Fig. 1: cells colored by class
Scale: 2 px per µm.
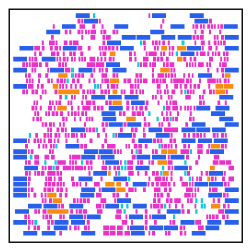
Fig. 2: cell placement
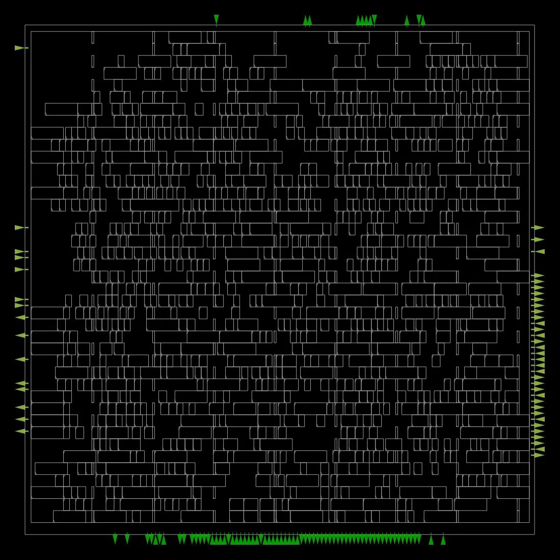
File: config.mk
export PLATFORM = sky130hd
export DESIGN_NAME = alu_cmd_seq
export DESIGN_NICKNAME = d
export VERILOG_FILES = /design/src/rtl/alu_pkg.sv /design/src/rtl/alu_cmd_seq.sv
export SDC_FILE = /design/constraint.sdc
export NUM_CORES = 1
export LEC_CHECK = 0
export ABC_AREA = 1
export CAP_MARGIN = 0
export CORE_UTILIZATION = 50
export CTS_BUF_LIST = sky130_fd_sc_hd__clkbuf_8
export DETAILED_ROUTE_END_ITERATION = 7
export DONT_BUFFER_PORTS = 1
export GPL_TIMING_DRIVEN = 0
export PLACE_DENSITY = 0.67
export SLEW_MARGIN = 20
export SYNTH_ARGS = -nofsm -noshare
export SYNTH_HDL_FRONTEND = slang
export SYNTH_SLANG_ARGS = --single-unit
File: constraint.sdc
create_clock -name clk -period 6.61 [get_ports clk]
set_clock_uncertainty 0.05 [all_clocks]
set_input_delay 1.322 -clock clk [delete_from_list [all_inputs] [get_ports clk]]
set_output_delay 1.322 -clock clk [all_outputs]
set_load 0.03 [all_outputs]
File: src/rtl/alu_pkg.sv
// Shared constants for the ALU command sequencer: opcodes, ALU op codes and FSM states.
package alu_pkg;

  localparam logic [7:0] OpcEcho = 8'hEC;
  localparam logic [7:0] OpcAdd  = 8'hA1;
  localparam logic [7:0] OpcMul  = 8'hA2;
  localparam logic [7:0] OpcDiv  = 8'hA3;

  typedef enum logic [1:0] {
    AluAdd = 2'd0,
    AluMul = 2'd1,
    AluDiv = 2'd2
  } alu_op_e;

  typedef enum logic [4:0] {
    StIdle    = 5'd0,
    StRsv     = 5'd1,
    StLenLo   = 5'd2,
    StLenHi   = 5'd3,
    StEcho    = 5'd4,
    StOpnd    = 5'd5,
    StAluReq  = 5'd6,
    StAluWait = 5'd7,
    StTxRes   = 5'd8,
    StDrain   = 5'd9
  } state_e;

  function automatic logic is_arith(input logic [7:0] opc);
    return (opc == OpcAdd) || (opc == OpcMul) || (opc == OpcDiv);
  endfunction

  function automatic alu_op_e op_of(input logic [7:0] opc);
    unique case (opc)
      OpcMul:  return AluMul;
      OpcDiv:  return AluDiv;
      default: return AluAdd;
    endcase
  endfunction

endpackage

File: src/rtl/alu_cmd_seq.sv
// Packet-driven command sequencer: echoes payloads or chains operands through an external ALU
// and returns the 32-bit accumulator as four bytes.
module alu_cmd_seq
  import alu_pkg::*;
#(
  parameter int unsigned timeout_p = 4096
) (
  input  logic        clk,
  input  logic        rst,
  input  logic [7:0]  data_i,
  input  logic        valid_i,
  output logic        ready_o,
  output logic [7:0]  data_o,
  output logic        valid_o,
  input  logic        ready_i,
  output logic [1:0]  alu_op_o,
  output logic [31:0] alu_a_o,
  output logic [31:0] alu_b_o,
  output logic        alu_start_o,
  input  logic        alu_done_i,
  input  logic [31:0] alu_result_i,
  output logic [4:0]  state_o,
  output logic        err_o
);

  localparam int unsigned TimerW = $clog2(timeout_p + 1);
  localparam logic [TimerW-1:0] TimerMax = TimerW'(timeout_p - 1);

  state_e              state_q, state_d;
  logic [7:0]          opcode_q, opcode_d;
  logic [7:0]          len_lo_q, len_lo_d;
  logic [15:0]         cnt_q, cnt_d;
  logic [31:0]         acc_q, acc_d;
  logic [31:0]         opnd_q, opnd_d;
  logic [1:0]          byte_idx_q, byte_idx_d;
  logic [1:0]          tx_idx_q, tx_idx_d;
  logic                first_q, first_d;
  logic                err_q, err_d;
  logic [TimerW-1:0]   timer_q, timer_d;
  alu_op_e             alu_op_q, alu_op_d;

  logic [15:0] len;
  logic [15:0] payload;
  logic [31:0] opnd_full;

  assign len       = {data_i, len_lo_q};
  assign payload   = (len < 16'd4) ? 16'd0 : len - 16'd4;
  assign opnd_full = {data_i, opnd_q[23:0]};

  always_comb begin
    state_d     = state_q;
    opcode_d    = opcode_q;
    len_lo_d    = len_lo_q;
    cnt_d       = cnt_q;
    acc_d       = acc_q;
    opnd_d      = opnd_q;
    byte_idx_d  = byte_idx_q;
    tx_idx_d    = tx_idx_q;
    first_d     = first_q;
    err_d       = err_q;
    timer_d     = timer_q;
    alu_op_d    = alu_op_q;
    ready_o     = 1'b0;
    valid_o     = 1'b0;
    data_o      = 8'h00;
    alu_start_o = 1'b0;

    unique case (state_q)
      StIdle: begin
        ready_o = 1'b1;
        if (valid_i) begin
          opcode_d = data_i;
          state_d  = StRsv;
        end
      end
      StRsv: begin
        ready_o = 1'b1;
        if (valid_i) state_d = StLenLo;
      end
      StLenLo: begin
        ready_o = 1'b1;
        if (valid_i) begin
          len_lo_d = data_i;
          state_d  = StLenHi;
        end
      end
      StLenHi: begin
        ready_o = 1'b1;
        if (valid_i) begin
          cnt_d      = payload;
          acc_d      = 32'd0;
          byte_idx_d = 2'd0;
          tx_idx_d   = 2'd0;
          first_d    = 1'b1;
          if (is_arith(opcode_q)) alu_op_d = op_of(opcode_q);
          if (!is_arith(opcode_q) && opcode_q != OpcEcho) err_d = 1'b1;
          if (payload == 16'd0) begin
            state_d = is_arith(opcode_q) ? StTxRes : StIdle;
          end else if (opcode_q == OpcEcho) begin
            state_d = StEcho;
          end else if (is_arith(opcode_q)) begin
            state_d = StOpnd;
          end else begin
            state_d = StDrain;
          end
        end
      end
      StEcho: begin
        ready_o = ready_i;
        valid_o = valid_i;
        data_o  = data_i;
        if (valid_i && ready_i) begin
          cnt_d = cnt_q - 16'd1;
          if (cnt_q <= 16'd1) state_d = StIdle;
        end
      end
      StOpnd: begin
        ready_o = 1'b1;
        if (valid_i) begin
          cnt_d                            = cnt_q - 16'd1;
          byte_idx_d                       = byte_idx_q + 2'd1;
          opnd_d[{byte_idx_q, 3'b000} +: 8] = data_i;
          if (byte_idx_q == 2'd3) begin
            if (first_q) begin
              acc_d   = opnd_full;
              first_d = 1'b0;
              if (cnt_q <= 16'd1) state_d = StTxRes;
            end else begin
              state_d = StAluReq;
            end
          end else if (cnt_q <= 16'd1) begin
            // Trailing partial operand is dropped.
            state_d = StTxRes;
          end
        end
      end
      StAluReq: begin
        alu_start_o = 1'b1;
        timer_d     = '0;
        state_d     = StAluWait;
      end
      StAluWait: begin
        if (alu_done_i) begin
          acc_d   = alu_result_i;
          state_d = (cnt_q == 16'd0) ? StTxRes : StOpnd;
        end else if (timer_q == TimerMax) begin
          err_d   = 1'b1;
          state_d = (cnt_q == 16'd0) ? StIdle : StDrain;
        end else begin
          timer_d = timer_q + 1'b1;
        end
      end
      StTxRes: begin
        valid_o = 1'b1;
        data_o  = acc_q[{tx_idx_q, 3'b000} +: 8];
        if (ready_i) begin
          tx_idx_d = tx_idx_q + 2'd1;
          if (tx_idx_q == 2'd3) state_d = StIdle;
        end
      end
      StDrain: begin
        ready_o = 1'b1;
        if (valid_i) begin
          cnt_d = cnt_q - 16'd1;
          if (cnt_q <= 16'd1) state_d = StIdle;
        end
      end
      default: state_d = StIdle;
    endcase
  end

  always_ff @(posedge clk) begin
    if (rst) begin
      state_q    <= StIdle;
      opcode_q   <= 8'h00;
      len_lo_q   <= 8'h00;
      cnt_q      <= 16'd0;
      acc_q      <= 32'd0;
      opnd_q     <= 32'd0;
      byte_idx_q <= 2'd0;
      tx_idx_q   <= 2'd0;
      first_q    <= 1'b0;
      err_q      <= 1'b0;
      timer_q    <= '0;
      alu_op_q   <= AluAdd;
    end else begin
      state_q    <= state_d;
      opcode_q   <= opcode_d;
      len_lo_q   <= len_lo_d;
      cnt_q      <= cnt_d;
      acc_q      <= acc_d;
      opnd_q     <= opnd_d;
      byte_idx_q <= byte_idx_d;
      tx_idx_q   <= tx_idx_d;
      first_q    <= first_d;
      err_q      <= err_d;
      timer_q    <= timer_d;
      alu_op_q   <= alu_op_d;
    end
  end

  assign alu_op_o = alu_op_q;
  assign alu_a_o  = acc_q;
  assign alu_b_o  = opnd_q;
  assign state_o  = state_q;
  assign err_o    = err_q;

endmodule

==> results.cfg <==
; flow metrics
[sta]
worstMarginPinSlew_ns = 1.071
max_slew_margin_pct = 27.86
post-route-period-util_pct = 64.67
finalMaxSlewViolations = 0
final.setup.tns_ns = 0

[worst_setup_path]
end_kind = output port
cp-start-kind = input pin

[clock_network]
clk_pin_slew_worst_paths_ns = 0.07
htreeDepth = 4
postCtsHoldBufs = 0
clock.latency.late_pin_ns = 0.46
cts_buffers = 17

[drt]
drt-initial-drc-count = 561
routedWlPerCell_um = 17.83
detail-route-antenna-nets = 0
dr_total_vias = 6727

[floorplanning]
die_h_um = 115.7
die_w_um = 115.7
io_pins = 128
core_util_floorplan_pct = 51.23
num_rows = 41

[logic_synthesis]
synth.top_cell.area_share_pct = 37.78
ys_cells = 948
ys_dominant_reg_cell = dfxtp_1
synth_area_leader_cell = dfxtp_1
syn-cell-area_um2 = 6465
synthArstFlopShare_pct = 0

[layout]
fin_nets = 1024

[pwr]
p_sw_mw = 0.4103
pwr-share-seq_pct = 49.6
vdd_drop_max_mv = 0.1567
p_comb_share_pct = 4.8

[grt]
antenna_found_initial = 0
grt_pass1_wl_um = 31910
grt_start_max_net_pins = 17

[flow_run]
maxCapViolCount = 0

[outcome]
status = finished, final reports clean

[placed_design]
hpwl_um = 15340
portBuffers = 0

[hold_path]
min_path_type = flop to flop
-- Fig. 1 (at the start) --
[remaining buffers and delay cells] cyan | cells: 49 | share of their area: 2.8%
[registers] blue | cells: 122 | share of their area: 36%
[clock drivers and dummy loads] orange | cells: 32 | share of their area: 5.8%
[remaining logic cells] magenta | cells: 777 | share of their area: 56%

-- Fig. 2 (at the start) --
flop share of the area: 34.50%
fin cells: 1,152
post-layout util: 56.10%
Tap Cells: 172

==> tightest hold or removal path, delay by kind of cell (launching register included) <==
kind,cells,cell delay [ns]
flops,1,0.31
buf+inv,1,0.05
compound gates,1,0.05
==> routing by layer <==
metal,share of wire (%),track usage (%),vias up,routed length [µm]
li1,-,-,3294,-
met1,44,41.91,3129,9024
met2,45,50.62,264,9250
met3,8.9,7.427,40,1824
met4,2.1,11.11,0,437
met5,0,0,-,0
==> synthesized netlist by cell type, types with 6 or more instances <==
cell type and instances:
nand4_1 21, a21oi_1 112, inv_1 77, nor2_1 113
a221oi_1 33, nor3_1 7, o21ai_0 96, nand3_1 50
a221o_1 9, clkbuf_1 41, ha_1 12, nand2_1 192
xor2_1 6, buf_2 6, dfxtp_1 122
==> layout make-up <==
type | instances | area [µm²]
clock inverter | 15 | 165.2
inverter | 83 | 311.5
fill | 1303 | 5540
tap | 172 | 215.2
multi-input combinational | 694 | 3520
sequential | 122 | 2442
clock buffer | 17 | 234.0
buffer | 49 | 191.4
==> final timing paths <==
check / startpoint / slack, ns / endpoint / cells after the start
worst max-delay path: data_i[1] / 2.34 / data_o[1] / 3
worst min-delay path: timer_q[10] / 0.41 / timer_q[10] / 2
worst max register to register: byte_idx_q[0] / 3.70 / alu_b_o[20] / 9
worst min register to register: timer_q[10] / 0.41 / timer_q[10] / 2
==> power by group through the flow <==
stage | registers (mW) | clock network (mW) | logic (mW)
final | 0.750 | 0.689 | 0.0719
after global routing | 0.751 | 0.726 | 0.0806
after CTS | 0.750 | 0.693 | 0.0704
after detailed placement | 0.767 | 0 | 0.0701
after global placement | 0.767 | 0 | 0.0699
after floorplan | 0.766 | 0 | 0.0494
==> cell families after synthesis <==
group | count (synthesis) | share of synthesized area [%]
AND/OR/NAND/NOR | 405 | 26.81
buffers and inverters | 132 | 7.780
flip-flops | 122 | 37.78
adder cells (fa/ha/maj) | 12 | 2.322
XOR/XNOR | 11 | 1.490
AND-OR/OR-AND | 265 | 23.77
other | 1 | 0.05801
==> sequential cells by signal (all words and copies together) (netlist names) <==
signal	flops
cnt_q	16
byte_idx_q	2
alu_b_o	32
alu_op_o	2
state_o	5
len_lo_q	8
tx_idx_q	2
first_q	1
timer_q	13
err_o	1
alu_a_o	32
opcode_q	8
==> stage by stage <==
stage | hold WS [ns] | power (mW) | worst slack [ns] | cell area, µm² | util, %
global placement | 0.3897 | 0.8373 | 2.353 | 6680 | 52.93
finish | 0.4109 | 1.511 | 2.335 | 7079 | 56.10
CTS | 0.4116 | 1.513 | 2.367 | 7079 | 56.10
floorplan | 0.3781 | 0.8151 | 2.881 | 6465 | -
global route | 0.4308 | 1.557 | 2.250 | 7079 | 56.10
detailed placement | 0.3994 | 0.8375 | 2.370 | 6680 | 52.93
No activity file was given, so power comes from the tool's default toggle rates.
